route_heat.png
24 x 24 tiles, from white (low) to dark blue (high), scaled to the fullest tile. Values are wire area over tile area, all layers added.
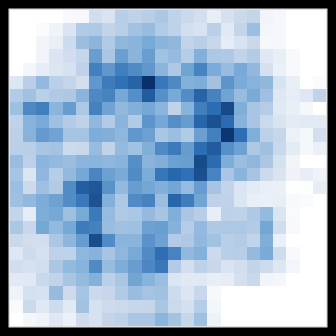
layers.png
Bar = 20 µm. Only two layers are drawn.
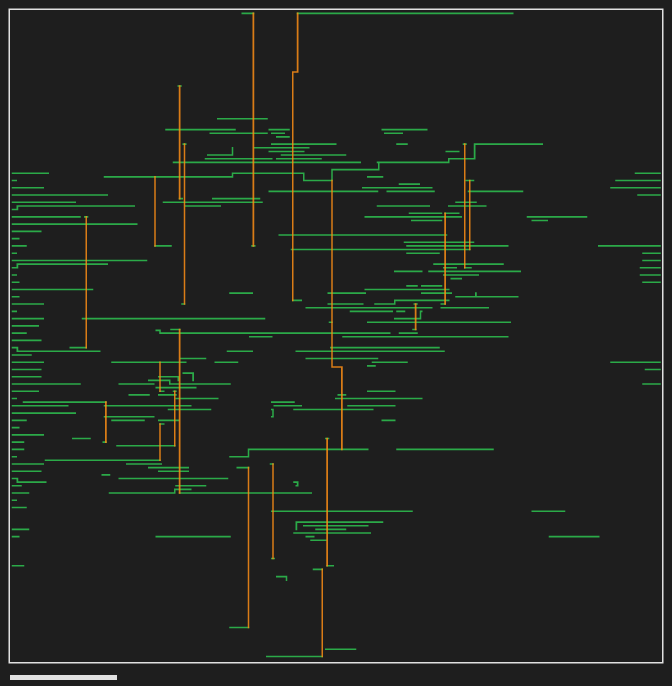
closeup.png
Bar = 5 µm. Window x 82 to 102, y 82 to 102 µm. Cells in grey, sequential cells in the stronger grey; small squares are vias.
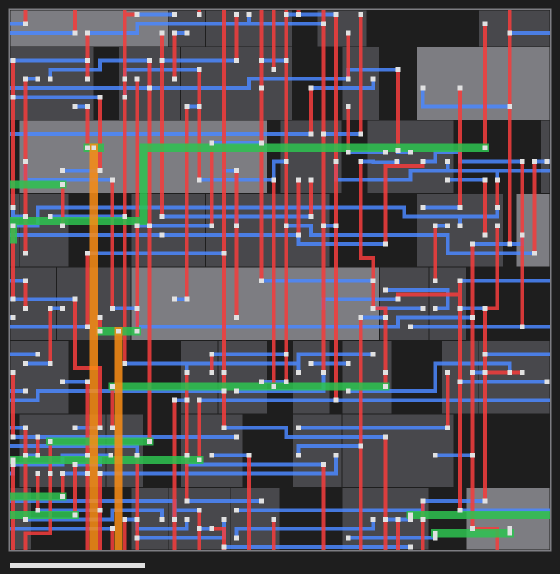
congestion_map.png
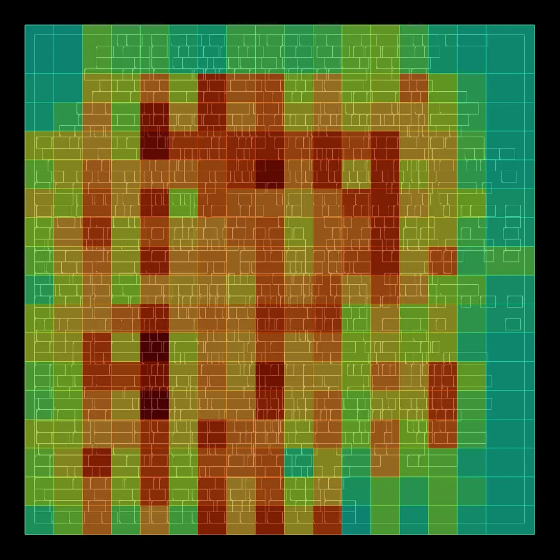
==> src/rtl/syscall_ctrl.sv <==
// syscall_ctrl: multi-cycle SYSCALL sequencer (print-int, print-string, exit).
// Ports: clk, rst_n, sys/regv/rega from decode; stall/done/halt to the pipeline;
//   mem_req/mem_addr/mem_gnt/mem_rdata word read port; con_* byte stream;
//   int_* integer stream; err only when SYSCALL_ERR_EN is defined.
module syscall_ctrl #(
    parameter logic [31:0] STR_BASE  = 32'h00400000,
    parameter logic [31:0] STR_LIMIT = 32'h00400400,
    parameter int          MAX_CHARS = 1024
) (
`ifdef SYSCALL_ERR_EN
    output logic        err,
`endif
    input  logic        clk,
    input  logic        rst_n,
    input  logic        sys,
    input  logic [31:0] regv,
    input  logic [31:0] rega,
    output logic        stall,
    output logic        done,
    output logic        halt,
    output logic        mem_req,
    output logic [29:0] mem_addr,
    input  logic        mem_gnt,
    input  logic [31:0] mem_rdata,
    output logic        con_valid,
    output logic [7:0]  con_data,
    input  logic        con_ready,
    output logic        int_valid,
    output logic [31:0] int_data,
    input  logic        int_ready
);

    localparam logic [2:0] IDLE  = 3'd0;
    localparam logic [2:0] INT   = 3'd1;
    localparam logic [2:0] FETCH = 3'd2;
    localparam logic [2:0] WAIT  = 3'd3;
    localparam logic [2:0] EMIT  = 3'd4;
    localparam logic [2:0] DONE  = 3'd5;
    localparam logic [2:0] HALT  = 3'd6;

    localparam logic [10:0] MAX_C = 11'(MAX_CHARS);

    logic [2:0]  state;
    logic [31:0] arg;
    logic [31:0] ptr;
    logic [10:0] count;
    logic [31:0] word_buf;
    logic [7:0]  cur_byte;
    logic [31:0] ptr_nxt;
    logic [10:0] cnt_nxt;
    logic        is_int;
    logic        is_str;
    logic        is_exit;
    logic        str_end;

    assign is_int  = (regv == 32'd1);
    assign is_exit = (regv == 32'd10);
    assign is_str  = (regv == 32'd4) && (rega > STR_BASE) && (rega < STR_LIMIT);

    assign ptr_nxt = ptr + 32'd1;
    assign cnt_nxt = count + 11'd1;
    assign str_end = (cnt_nxt == MAX_C) || (ptr_nxt == STR_LIMIT);

    always_comb begin
        cur_byte = word_buf[7:0];
        unique case (ptr[1:0])
            2'd0: cur_byte = word_buf[7:0];
            2'd1: cur_byte = word_buf[15:8];
            2'd2: cur_byte = word_buf[23:16];
            2'd3: cur_byte = word_buf[31:24];
        endcase
    end

    // Outputs decode from state only, so ready never feeds back into valid.
    assign stall     = ((state != IDLE) && (state != DONE)) || ((state == IDLE) && sys);
    assign done      = (state == DONE);
    assign halt      = (state == HALT);
    assign mem_req   = (state == FETCH);
    assign mem_addr  = (state == FETCH) ? ptr[31:2] : 30'd0;
    assign int_valid = (state == INT);
    assign int_data  = (state == INT) ? arg : 32'd0;
    assign con_valid = (state == EMIT) && (cur_byte != 8'd0);
    assign con_data  = (state == EMIT) ? cur_byte : 8'd0;

    always_ff @(posedge clk or negedge rst_n) begin
        if (!rst_n) begin
            state    <= IDLE;
            arg      <= 32'd0;
            ptr      <= 32'd0;
            count    <= 11'd0;
            word_buf <= 32'd0;
        end else begin
            unique case (state)
                IDLE: begin
                    if (sys) begin
                        arg   <= rega;
                        ptr   <= rega;
                        count <= 11'd0;
                        if (is_int)       state <= INT;
                        else if (is_str)  state <= FETCH;
                        else if (is_exit) state <= HALT;
                        else              state <= DONE;
                    end
                end
                INT: begin
                    if (int_ready) state <= DONE;
                end
                FETCH: begin
                    if (mem_gnt) state <= WAIT;
                end
                WAIT: begin
                    word_buf <= mem_rdata;
                    state    <= EMIT;
                end
                EMIT: begin
                    if (cur_byte == 8'd0) begin
                        state <= DONE;
                    end else if (con_ready) begin
                        ptr   <= ptr_nxt;
                        count <= cnt_nxt;
                        if (str_end)                   state <= DONE;
                        else if (ptr_nxt[1:0] == 2'd0) state <= FETCH;
                    end
                end
                DONE: state <= IDLE;
                HALT: state <= HALT;
                default: state <= IDLE;
            endcase
        end
    end

`ifdef SYSCALL_ERR_EN
    // Sticky: bad service code, string outside the window, or byte-cap truncation.
    always_ff @(posedge clk or negedge rst_n) begin
        if (!rst_n) begin
            err <= 1'b0;
        end else begin
            if ((state == IDLE) && sys && !is_int && !is_str && !is_exit)
                err <= 1'b1;
            if ((state == EMIT) && (cur_byte != 8'd0) && con_ready && (cnt_nxt == MAX_C))
                err <= 1'b1;
        end
    end
`endif

endmodule

==> config.mk <==
export PLATFORM = sky130hd
export DESIGN_NAME = syscall_ctrl
export DESIGN_NICKNAME = d
export VERILOG_FILES = /design/src/rtl/syscall_ctrl.sv
export SDC_FILE = /design/constraint.sdc
export NUM_CORES = 1
export LEC_CHECK = 0
export CAP_MARGIN = 5
export CORE_MARGIN = 2
export CORE_UTILIZATION = 50
export DETAILED_ROUTE_END_ITERATION = 6
export PLACE_DENSITY = 0.9
export SYNTH_ARGS = -nofsm -noshare
export SYNTH_HDL_FRONTEND = slang
export SYNTH_SLANG_ARGS = --single-unit
==> constraint.sdc <==
create_clock -name clk -period 3.05 [get_ports clk]
set_input_delay 0.305 -clock clk [delete_from_list [all_inputs] [get_ports clk]]
set_output_delay 0.305 -clock clk [all_outputs]
set_load 0.005 [all_outputs]
==> impl_metrics.csv <==
group,metric,value,unit
run_status,status,"finished clean",
grt,antenna_found_initial,0,
cts,clk_path_buf_depth,2,
cts,ctsResizeCount,6,
layout,clk_share,3.26,%
drt,dr.pass1.iters,7,
grt,grt.overflow.total,0,
drt,drt_iter0_drc,1011,
sta,slew_headroom,57.3,%
logic_synthesis,ys_top_logic_family,"simple AND/OR/NAND/NOR gates",
pwr,seq_power_share,33.9,%
layout,final_cell_mix,"clkdlybuf4s50_1 (176), dfrtp_1 (110), mux2_2 (68)",
hold_path,hp-class,"in2async",
run,maxCapViolCount,0,
sta,rsz0062_at_grt,"false",
logic_synthesis,yosysWarnings,0,
worst_setup_path,cp_top_family,"buffers and inverters",
logic_synthesis,synthFlopType,"dfrtp_1",
layout,n_all_inverters,15,
worst_setup_path,r2r_cells,9,
run,warning_count,32,
logic_synthesis,common_cells,"dfrtp_1 (110), mux2_2 (68), and2_1 (63), nor2_1 (63), a21oi_1 (51)",
layout,utilization,67.6,%
logic_synthesis,yosys-stat-cells,758,
logic_synthesis,netlist_instances,758,
floorplanning,taps,180,
logic_synthesis,syn_area,6960,µm²
floorplanning,chipHeight,122,µm
pwr,intPower,4950,µW
layout,clock_buffers,9,
grt,busiest_layer,"met2",
worst_setup_path,critPathRequiredTime,2.74,ns
cts,htree_levels,3,
drt,highest_layer,"met4",
sta,min_period_over_period,97.1,%
Notes on route_heat.png above:
mean over tiles: 0.24
nearly empty tiles: 12%
densest ninth of the die: centre
tiles over half the peak: 20%
fullest tile: 0.75

Notes on layers.png above:
| layer | colour | wire length |
|---|---|---|
| M3 | green | 1840 µm |
| M4 | orange | 445 µm |
Tot GR Track Use: 29.5%
WL/cell: 19.6 µm
drt total wl: 21.7 mm
via count: 6798

Notes on closeup.png above:
| layer | colour |
|---|---|
| M3 | green |
| M1 | blue |
| M4 | orange |
| M2 | red |
most frequent: nor2_1 (7), a21oi_1 (5), o22a_1 (4)
cells with their middle in the window: 33
sequential cells in the window: 3
netlist names of flops here include: ptr (2), arg (1)

Notes on congestion_map.png above:
GR Util met2: 46.9%
grt met3 use: 6.79%

No activity file was given, so power comes from the tool's default toggle rates.
